**src/rtl/vga_letter_sequencer_pkg.sv**
```systemverilog
// Shared definitions for the VGA letter sequencer.
// Holds the letter code type and constants (A..Y, BLANK), the fixed port
// widths of the sequencer bus, the sequencer state encodings and the
// theme encodings.
package vga_letter_pkg;

    typedef logic [4:0] letter_t;

    localparam letter_t LETTER_A = 5'd0,  LETTER_B = 5'd1,  LETTER_C = 5'd2;
    localparam letter_t LETTER_D = 5'd3,  LETTER_E = 5'd4,  LETTER_F = 5'd5;
    localparam letter_t LETTER_G = 5'd6,  LETTER_H = 5'd7,  LETTER_I = 5'd8;
    localparam letter_t LETTER_J = 5'd9,  LETTER_K = 5'd10, LETTER_L = 5'd11;
    localparam letter_t LETTER_M = 5'd12, LETTER_N = 5'd13, LETTER_O = 5'd14;
    localparam letter_t LETTER_P = 5'd15, LETTER_Q = 5'd16, LETTER_R = 5'd17;
    localparam letter_t LETTER_S = 5'd18, LETTER_T = 5'd19, LETTER_U = 5'd20;
    localparam letter_t LETTER_V = 5'd21, LETTER_W = 5'd22, LETTER_X = 5'd23;
    localparam letter_t LETTER_Y = 5'd24;
    localparam letter_t LETTER_BLANK = 5'd31;

    // Bus widths: 16-entry buffer address, 4 visible slots, 5-bit length.
    localparam int ADDR_W = 4;
    localparam int SLOT_W = 2;
    localparam int LEN_W  = 5;

    typedef enum logic [1:0] {
        ST_IDLE   = 2'd0,
        ST_SHOW   = 2'd1,
        ST_SCROLL = 2'd2
    } seq_state_e;

    localparam logic THEME_DARK  = 1'b0;
    localparam logic THEME_LIGHT = 1'b1;

endpackage

```
**src/rtl/vga_letter_sequencer_if.sv**
```systemverilog
// Bus between the host/renderer and the letter sequencer.
// master: host side (drives writes, control pulses, frame tick, slot query).
// slave : sequencer side (returns letter, theme, busy, offset, wr_reject).
interface vga_letter_sequencer_if;
    import vga_letter_pkg::*;

    logic              wr_en;
    logic [ADDR_W-1:0] wr_addr;
    letter_t           wr_letter;
    logic              wr_reject;
    logic [LEN_W-1:0]  msg_len;
    logic              start;
    logic              stop;
    logic              scroll_en;
    logic              theme_tgl;
    logic              frame_tick;
    logic [SLOT_W-1:0] slot_idx;
    letter_t           letter;
    logic              theme;
    logic              busy;
    logic [4:0]        offset;

    modport master (
        output wr_en, wr_addr, wr_letter, msg_len, start, stop, scroll_en,
               theme_tgl, frame_tick, slot_idx,
        input  wr_reject, letter, theme, busy, offset
    );

    modport slave (
        input  wr_en, wr_addr, wr_letter, msg_len, start, stop, scroll_en,
               theme_tgl, frame_tick, slot_idx,
        output wr_reject, letter, theme, busy, offset
    );

endinterface

```
**src/rtl/vga_letter_sequencer_msg_ram.sv**
```systemverilog
// vga_msg_ram: DEPTH x 5-bit message register file.
// Ports: clk (write clock), wr_en_i/wr_addr_i/wr_data_i (sync write port),
//        rd_addr_i/rd_data_o (async read port).
// Contents are deliberately not reset; the caller guarantees addresses < DEPTH.
module vga_msg_ram
    import vga_letter_pkg::*;
#(
    parameter int DEPTH = 16,
    parameter int AW    = 4
) (
    input  logic          clk,
    input  logic          wr_en_i,
    input  logic [AW-1:0] wr_addr_i,
    input  letter_t       wr_data_i,
    input  logic [AW-1:0] rd_addr_i,
    output letter_t       rd_data_o
);

    letter_t mem_q [DEPTH];

    always_ff @(posedge clk) begin
        if (wr_en_i) begin
            mem_q[wr_addr_i] <= wr_data_i;
        end
    end

    assign rd_data_o = mem_q[rd_addr_i];

endmodule

```
**src/rtl/vga_letter_sequencer.sv**
```systemverilog
// vga_letter_sequencer: puts a stored message onto WIN on-screen letter slots,
// static or scrolling one letter per FRAMES_PER_STEP frame ticks, and owns
// the 1-bit colour theme.
// Ports: clk, rst (async, active high), bus (slave side of
//        vga_letter_sequencer_if: write port, control pulses, frame tick,
//        slot query in; letter, theme, busy, offset, wr_reject out).
module vga_letter_sequencer
    import vga_letter_pkg::*;
#(
    parameter int MSG_LEN         = 16,
    parameter int WIN             = 4,
    parameter int FRAMES_PER_STEP = 30
) (
    input  logic                   clk,
    input  logic                   rst,
    vga_letter_sequencer_if.slave  bus
);

    localparam logic [5:0] MSG_LEN6 = 6'(MSG_LEN);
    localparam logic [5:0] WIN6     = 6'(WIN);
    localparam logic [5:0] FPS_LAST = 6'(FRAMES_PER_STEP - 1);

    seq_state_e        state_q, state_d;
    logic [4:0]        offset_q, offset_d;
    logic [5:0]        counter_q, counter_d;
    logic [4:0]        len_q, len_d;
    letter_t           letter_q, letter_d;
    logic              theme_q, theme_d;
    logic              wr_reject_q, wr_reject_d;

    logic              wr_ok;
    logic              start_ok;
    logic [5:0]        cycle_len;   // L = len + 1, one BLANK gap before wrap
    logic [5:0]        slot6;
    logic [5:0]        offset_inc;
    logic [5:0]        p;
    logic [ADDR_W-1:0] rd_addr;
    letter_t           rd_data;

    assign slot6      = {{(6-SLOT_W){1'b0}}, bus.slot_idx};
    assign cycle_len  = {1'b0, len_q} + 6'd1;
    assign offset_inc = {1'b0, offset_q} + 6'd1;
    assign wr_ok      = bus.wr_en && (state_q == ST_IDLE)
                        && ({{(6-ADDR_W){1'b0}}, bus.wr_addr} < MSG_LEN6);
    assign start_ok   = bus.start && (bus.msg_len != '0)
                        && ({1'b0, bus.msg_len} <= MSG_LEN6);

    // Scroll position p = (offset + slot) mod L. The sum is below L + WIN,
    // so WIN conditional subtractions give a true modulo even when L < WIN.
    always_comb begin
        p = {1'b0, offset_q} + slot6;
        for (int i = 0; i < WIN; i++) begin
            if (p >= cycle_len) begin
                p = p - cycle_len;
            end
        end
    end

    assign rd_addr = (state_q == ST_SCROLL) ? p[ADDR_W-1:0]
                                            : {{(ADDR_W-SLOT_W){1'b0}}, bus.slot_idx};

    vga_msg_ram #(
        .DEPTH (MSG_LEN),
        .AW    (ADDR_W)
    ) u_msg_ram (
        .clk       (clk),
        .wr_en_i   (wr_ok),
        .wr_addr_i (bus.wr_addr),
        .wr_data_i (bus.wr_letter),
        .rd_addr_i (rd_addr),
        .rd_data_o (rd_data)
    );

    always_comb begin
        state_d     = state_q;
        offset_d    = offset_q;
        counter_d   = counter_q;
        len_d       = len_q;
        letter_d    = LETTER_BLANK;
        theme_d     = theme_q ^ bus.theme_tgl;
        wr_reject_d = bus.wr_en && !wr_ok;

        // Read path: p == len is the gap slot, so p >= len means BLANK.
        if (slot6 < WIN6) begin
            if (state_q == ST_SHOW && slot6 < {1'b0, len_q}) begin
                letter_d = rd_data;
            end else if (state_q == ST_SCROLL && p < {1'b0, len_q}) begin
                letter_d = rd_data;
            end
        end

        if (bus.stop) begin
            state_d   = ST_IDLE;
            offset_d  = '0;
            counter_d = '0;
        end else begin
            case (state_q)
                ST_IDLE: begin
                    if (start_ok) begin
                        state_d   = bus.scroll_en ? ST_SCROLL : ST_SHOW;
                        len_d     = bus.msg_len;
                        offset_d  = '0;
                        counter_d = '0;
                    end
                end
                ST_SHOW: begin
                    if (bus.scroll_en) begin
                        state_d   = ST_SCROLL;
                        counter_d = '0;
                    end
                end
                ST_SCROLL: begin
                    if (!bus.scroll_en) begin
                        state_d = ST_SHOW;
                    end else if (bus.frame_tick) begin
                        if (counter_q == FPS_LAST) begin
                            counter_d = '0;
                            offset_d  = (offset_inc == cycle_len) ? 5'd0 : offset_inc[4:0];
                        end else begin
                            counter_d = counter_q + 6'd1;
                        end
                    end
                end
                default: state_d = ST_IDLE;
            endcase
        end
    end

    always_ff @(posedge clk or posedge rst) begin
        if (rst) begin
            state_q     <= ST_IDLE;
            offset_q    <= '0;
            counter_q   <= '0;
            len_q       <= '0;
            letter_q    <= LETTER_BLANK;
            theme_q     <= THEME_DARK;
            wr_reject_q <= 1'b0;
        end else begin
            state_q     <= state_d;
            offset_q    <= offset_d;
            counter_q   <= counter_d;
            len_q       <= len_d;
            letter_q    <= letter_d;
            theme_q     <= theme_d;
            wr_reject_q <= wr_reject_d;
        end
    end

    assign bus.letter    = letter_q;
    assign bus.theme     = theme_q;
    assign bus.busy      = (state_q != ST_IDLE);
    assign bus.offset    = offset_q;
    assign bus.wr_reject = wr_reject_q;

endmodule
```
**src/flat_wrapper.sv**
```systemverilog
// flat-port wrapper written by rule: the top's interface ports become plain ports
module vga_letter_sequencer_flat import vga_letter_pkg::*;
#(
    parameter int MSG_LEN         = 16,
    parameter int WIN             = 4,
    parameter int FRAMES_PER_STEP = 30
)
  (clk, rst, bus_wr_en, bus_wr_addr, bus_wr_letter, bus_msg_len, bus_start, bus_stop, bus_scroll_en, bus_theme_tgl, bus_frame_tick, bus_slot_idx, bus_wr_reject, bus_letter, bus_theme, bus_busy, bus_offset);
  vga_letter_sequencer_if bus_i ();
  input  logic clk;
  input  logic rst;
  input wire logic [$bits(bus_i.wr_en)-1:0] bus_wr_en;
  input wire logic [$bits(bus_i.wr_addr)-1:0] bus_wr_addr;
  input wire logic [$bits(bus_i.wr_letter)-1:0] bus_wr_letter;
  input wire logic [$bits(bus_i.msg_len)-1:0] bus_msg_len;
  input wire logic [$bits(bus_i.start)-1:0] bus_start;
  input wire logic [$bits(bus_i.stop)-1:0] bus_stop;
  input wire logic [$bits(bus_i.scroll_en)-1:0] bus_scroll_en;
  input wire logic [$bits(bus_i.theme_tgl)-1:0] bus_theme_tgl;
  input wire logic [$bits(bus_i.frame_tick)-1:0] bus_frame_tick;
  input wire logic [$bits(bus_i.slot_idx)-1:0] bus_slot_idx;
  output wire logic [$bits(bus_i.wr_reject)-1:0] bus_wr_reject;
  output wire logic [$bits(bus_i.letter)-1:0] bus_letter;
  output wire logic [$bits(bus_i.theme)-1:0] bus_theme;
  output wire logic [$bits(bus_i.busy)-1:0] bus_busy;
  output wire logic [$bits(bus_i.offset)-1:0] bus_offset;
  assign bus_i.wr_en = bus_wr_en;
  assign bus_i.wr_addr = bus_wr_addr;
  assign bus_i.wr_letter = bus_wr_letter;
  assign bus_i.msg_len = bus_msg_len;
  assign bus_i.start = bus_start;
  assign bus_i.stop = bus_stop;
  assign bus_i.scroll_en = bus_scroll_en;
  assign bus_i.theme_tgl = bus_theme_tgl;
  assign bus_i.frame_tick = bus_frame_tick;
  assign bus_i.slot_idx = bus_slot_idx;
  assign bus_wr_reject = bus_i.wr_reject;
  assign bus_letter = bus_i.letter;
  assign bus_theme = bus_i.theme;
  assign bus_busy = bus_i.busy;
  assign bus_offset = bus_i.offset;
  vga_letter_sequencer #(.MSG_LEN(MSG_LEN), .WIN(WIN), .FRAMES_PER_STEP(FRAMES_PER_STEP)) u_core (.clk(clk), .rst(rst), .bus(bus_i));
endmodule
```
**config.mk**
```make
export PLATFORM = sky130hd
export DESIGN_NAME = vga_letter_sequencer_flat
export DESIGN_NICKNAME = d
export VERILOG_FILES = /design/src/rtl/vga_letter_sequencer_pkg.sv /design/src/rtl/vga_letter_sequencer_if.sv /design/src/rtl/vga_letter_sequencer_msg_ram.sv /design/src/rtl/vga_letter_sequencer.sv /design/src/flat_wrapper.sv
export SDC_FILE = /design/constraint.sdc
export NUM_CORES = 1
export LEC_CHECK = 0
export ABC_AREA = 0
export CAP_MARGIN = 10
export CORE_MARGIN = 1.5
export CORE_UTILIZATION = 55
export DETAILED_ROUTE_END_ITERATION = 12
export PLACE_DENSITY = 0.73
export SLEW_MARGIN = 20
export SYNTH_ARGS = -nofsm -noshare
export SYNTH_HDL_FRONTEND = slang
export SYNTH_SLANG_ARGS = --single-unit
```
**constraint.sdc**
```tcl
create_clock -name clk -period 10.7 [get_ports clk]
set_input_delay 2.675 -clock clk [delete_from_list [all_inputs] [get_ports clk]]
set_output_delay 2.675 -clock clk [all_outputs]
set_load 0.05 [all_outputs]
```
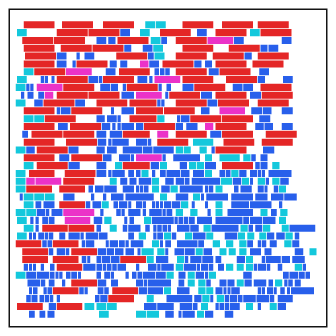
Figure 1: run 1, placed cells, one color a class.
[magenta] clock drivers and dummy loads | cells: 15 | share of their area: 3.9%
[red] sequential cells | cells: 105 | share of their area: 39%
[cyan] remaining buffers and delay cells | cells: 124 | share of their area: 13%
[blue] combinational and other logic | cells: 434 | share of their area: 44%
fin util: 72.8%
design area: 7990 um2
core area: 11000 um2

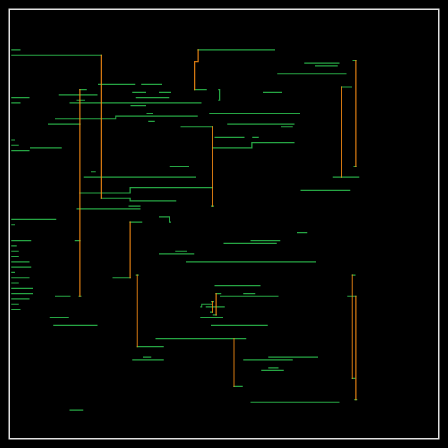
Figure 2: run 1, metal layers overlaid.
Two of the layers only.
[green] metal 3 | wire length: 766 um
[orange] metal 4 | wire length: 278 um
GRT Resource Usage Total: 26.2%
drt total wl: 15.1 mm
average routed wire per standard cell: 18.5 um

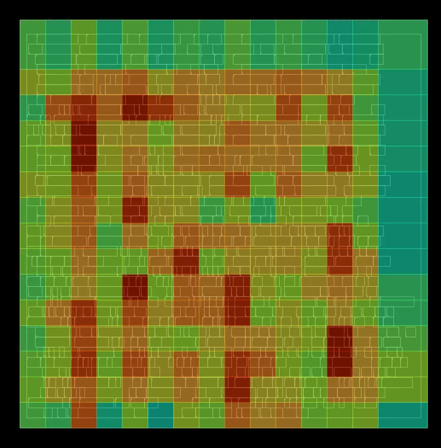
Figure 3: run 1, routing congestion.
global route hottest layer: met2
met2 global-route usage: 41.6%
grt met1 use: 37.1%
met3 Use GR: 4.21%

==> out/summary.txt, run 1 <==
Outcome = complete, no violations
CTS HTree Levels = 3
Inverters = 35
IO Count = 37
Required time worst endpoint = 10.96 ns
Critical Path Stages = 41
Vias in the first global route = 4760
DRT Pass-1 Iters = 7
Final GP Congestion = 0.895
Most frequent logic cell in the layout = buf_4
Mux share = 8.15%
Sequential share of the synthesized area = 48.3%
Worst r2r src = u_core.bus.offset[0]$_DFFE_PP0P_
Post-synth EDFFs = 80
Seq. cell area = 3030 um2
WS Path Type = input port to register
Die width = 110 um
CP Max Fanout = 6
Basic Gates by Area = 12.1%
Top cell by count, worst path = fa_2
Largest class = combinational gates
Via density = 5.96
Total negative slack = 0 ns
DIE AREA = 12100 um2
Crit path largest cell delay = 0.54 ns
HP Start = u_core.counter_q[5]$_DFFE_PP0P_
Number of CTS-inserted buffers = 9
ANT nets after route = 0
Num rows = 38
Most frequent cells in the layout = 85 x buf_4, 80 x edfxtp_1, 43 x nand2_1
Synthesized area = 6280 um2
Multi-input logic area = 3290 um2
Synthesized registers = 105
Post-Synthesis Cells = 549
Final WS setup = 0.396 ns
Starting DRT DRC Count = 363
Slew @ Worst Pin = 0.966 ns
==> run 1: what timing repair did <==
| action | 4_1_cts | 5_1_grt |
|---|---|---|
| pin swaps | 10 | 21 |
| endpoints found under the hold margin | 0 | 0 |
| resized | 12 | 36 |
| setup buffers | 5 | 6 |
| endpoints found under the setup margin | 5 | 5 |
==> run 1: registers in the layout (all words and copies together), names as in the netlist <==
register / flops
u_core.bus.wr_reject: 1
u_core.counter_q: 6
u_core.u_msg_ram.mem_q: 80
u_core.bus.letter: 5
u_core.bus.offset: 5
u_core.bus.theme: 1
u_core.state_q: 2
u_core.len_q: 5
## Run 2: what changed since run 1
Settings changed: REMOVE_ABC_BUFFERS set to 1, SETUP_SLACK_MARGIN set to 0.15.
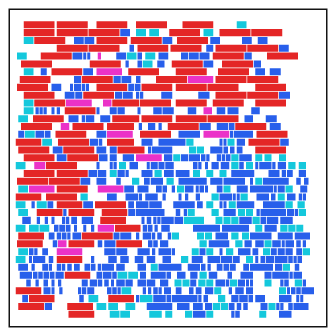
Figure 4: run 2, placed cells, one color a class.
fin util: 72.0%
num rows: 38
design area: 7910 um2
Seq area share: 38.4%

==> run 2 against run 1 <==
Effect of this change:
- first-iteration DRC count down 15%
- non-clock buffer count is 6 lower
- register-to-register slack improved by 0.05 ns
- hold slack got worse by 0.011 ns
- synthesized cell count stayed put
- critical path type unchanged
==> out/summary.txt, run 2 <==
Outcome = complete, no violations
Largest class = combinational gates
Global route hottest layer = met2
Top reg by flops = u_core.u_msg_ram.mem_q
Final WS setup = 0.405 ns
Top cell by count, worst path = buf_4
WS Path Type = input port to register
Mux share = 8.15%
Inverters = 35
Most frequent cells in the layout = 81 x buf_4, 80 x edfxtp_1, 43 x nand2_1
DRT Pass-1 Iters = 5
CTS resizes = 23
Sequential share of the synthesized area = 48.3%
Post-Synthesis Cells = 549
Biggest regs = u_core.u_msg_ram.mem_q (80), u_core.counter_q (6)
Seq. cell area = 3030 um2
CP Max Fanout = 9
Most frequent logic cell in the layout = buf_4
Starting DRT DRC Count = 309
Required time worst endpoint = 10.96 ns
CTS HTree Levels = 3
Via density = 5.97
Multi-input logic area = 3280 um2
GRT Resource Usage Total = 26.2%
IO Count = 37
Synthesized area = 6280 um2
Post-CTS setup buffer count = 2
Number of CTS-inserted buffers = 9
Slew @ Worst Pin = 0.896 ns
Crit path largest cell delay = 0.44 ns
Largest register FFs = 80
Average routed wire per standard cell = 18.8 um
Met3 Use GR = 4.92%
Core area = 11000 um2
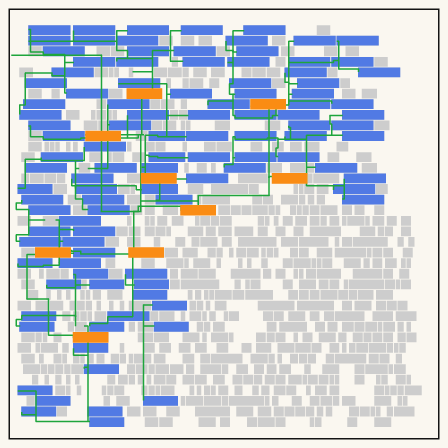
Figure 5: run 2, routed clock nets over the placement.
[green] clock wires | length: 1070 um
[blue] flip-flops | count: 105
[orange] clock drivers | count: 9
flops lie: all over the die
Insertion Delay late pin: 0.34 ns
clk_skew: 0.00773 ns

-- run 2: cell counts after synthesis --
No cell type changed its count.
-- run 2: final timing paths --
path	slack, ns	end	cells past startpoint	start
max	0.40	u_core.bus.letter[4]$_DFF_PP1_	40	bus_slot_idx[1]
min	0.49	u_core.bus.theme$_DFF_PP0_	1	u_core.bus.theme$_DFF_PP0_
max reg2reg	2.33	u_core.bus.letter[4]$_DFF_PP1_	39	u_core.bus.offset[1]$_DFFE_PP0P_
min reg2reg	0.49	u_core.bus.theme$_DFF_PP0_	1	u_core.bus.theme$_DFF_PP0_
max in group asynchronous	7.55	u_core.bus.offset[2]$_DFFE_PP0P_	2	rst
min in group asynchronous	2.73	u_core.bus.wr_reject$_DFF_PP0_	2	rst
## Run 3: what changed since run 2
Settings changed: CTS_BUF_LIST set to sky130_fd_sc_hd__clkbuf_8, PLACE_DENSITY 0.73 to 0.72, SYNTH_HIERARCHICAL set to 1.
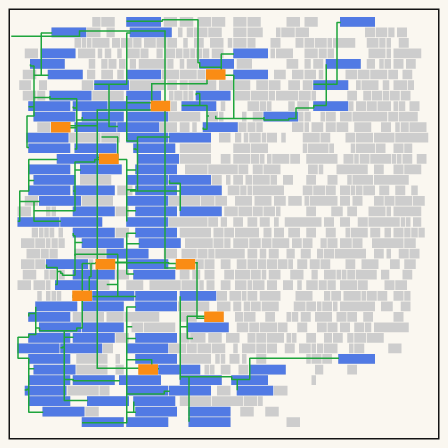
Figure 6: run 3, routed clock nets over the placement.
[blue] flip-flops | count: 105
[green] clock wires | length: 1120 um
[orange] clock drivers | count: 9
routed clock nets: 10
Insertion Delay late pin: 0.37 ns
clk_skew: 0.0135 ns

==> run 3 against run 2 <==
Effect of this change:
- setup slack improved by 0.0023 ns
- global-route usage decreased by 0.26 points
- utilization increased by 1.1 points
- design area increased by 4.7%
- largest cell class unchanged
==> out/summary.txt, run 3 <==
Mux share = 9.92%
DRT Pass-1 Iters = 5
Biggest regs = u_core/u_msg_ram/mem_q (80), u_core/counter_q (6)
Initial antenna violation count = 0
Total negative slack = 0 ns
Largest class = combinational gates
Slew @ Worst Pin = 1.13 ns
DP Worst Slack = -0.810 ns
Min Clock Period, post-route = 10.29 ns
Worst hold path endpoint = u_core/bus.theme$_DFF_PP0_
GRT Resource Usage Total = 25.9%
Comb area leader = AND-OR/OR-AND gates
Compound-Gate Fraction of Synth Area = 14.1%
Relative slew slack = 24.0%
Sequential share of the synthesized area = 47.7%
Worst Setup SP = bus_slot_idx[0]
Global route hottest layer = met2
Worst r2r dst = u_core/bus.letter[0]$_DFF_PP1_
Largest register FFs = 80
Crit path DAT = 10.59 ns
Synthesized registers = 105
Vias in the first global route = 5034
Setup violations, final = 0
Number of CTS-inserted buffers = 9
Placed cell count = 797
Count leader, synth = edfxtp_1
Most frequent cells in the layout = 106 x buf_4, 80 x edfxtp_1, 35 x inv_1
XOR/XNOR Fraction of Synth Area = 3.17%
IO Count = 37
Top reg by flops = u_core/u_msg_ram/mem_q
Design area = 8280 um2
Hold Path Cell Cnt = 1
Routed length on met1 = 6.29 mm
Clk slew on worst S/H paths = 0.10 ns
Seq. cell area = 3030 um2
Max Cap Violations = 0
R2r setup slk = 2.03 ns
HP Start = u_core/bus.theme$_DFF_PP0_
Chip Area, Yosys = 6350 um2
Cell Area, Placed = 7620 um2
Met3 Use GR = 3.79%
Yosys Instances = 529
Starting DRT DRC Count = 264
Num rows = 39
CP Max Fanout = 8
Seq area share = 36.7%
Fin util = 73.1%
Via density = 5.88
Final GP Congestion = 0.930
Final WS setup = 0.407 ns
Met2 global-route usage = 45.7%
ANT nets after route = 0
Ys Warns = 6
Drt total wl = 15.6 mm
Top cell by count, worst path = inv_1
Vias = 4872
R2R cell count = 37
Root Buffer = clkbuf_8
Basic Gates by Area = 12.6%
Multi-input logic area = 3410 um2
Non-clk buf share = 16.1%
DIE AREA = 12200 um2
End of the critical path = u_core/bus.letter[0]$_DFF_PP1_
Most frequent logic cell in the layout = buf_4
Average routed wire per standard cell = 18.9 um
Outcome = complete, no violations
Inverters = 35
Grt met1 use = 32.0%
Core area = 11300 um2
WS Path Type = input port to register
Post-Synthesis Cells = 529
Syn Area/Cell = 12.0 um2
CTS HTree Levels = 3
Nets = 748
Worst r2r src = u_core/len_q[0]$_DFFE_PP0P_
Crit path largest cell delay = 0.40 ns
Post-synth EDFFs = 80
Required time worst endpoint = 11.00 ns
Synthesized area = 6350 um2
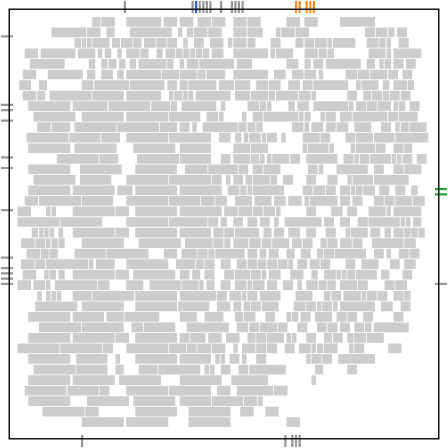
Figure 7: run 3, ports around the boundary.
Pins as bars across the die edge, other pins in gray.
[blue] `bus_busy` | pins: 1 | direction: output | edge: north
[green] `bus_slot_idx` | pins: 2 | direction: input | edge: east
[orange] `bus_offset` | pins: 5 | direction: output | edge: north
all pins by edge: 17 north, 12 west, 5 south, 3 east
die width: 110 um
Port Buffers: 36

-- run 3: critical path, delay by kind of cell --
kind / cells / cell delay, ns
xor+xnor: 1 / 0.18
buf+inv: 9 / 1.05
fa+ha+maj: 8 / 2.11
mux: 2 / 0.64
simple gates: 8 / 1.00
compound gates: 14 / 2.92
-- run 3: repair_timing --
| action | in CTS | in global routing |
|---|---|---|
| pin swaps | 17 | 24 |
| buffers inserted | 7 | 5 |
| cloned | 1 | 2 |
| setup endpoints to repair | 5 | 5 |
| gates resized | 37 | 27 |
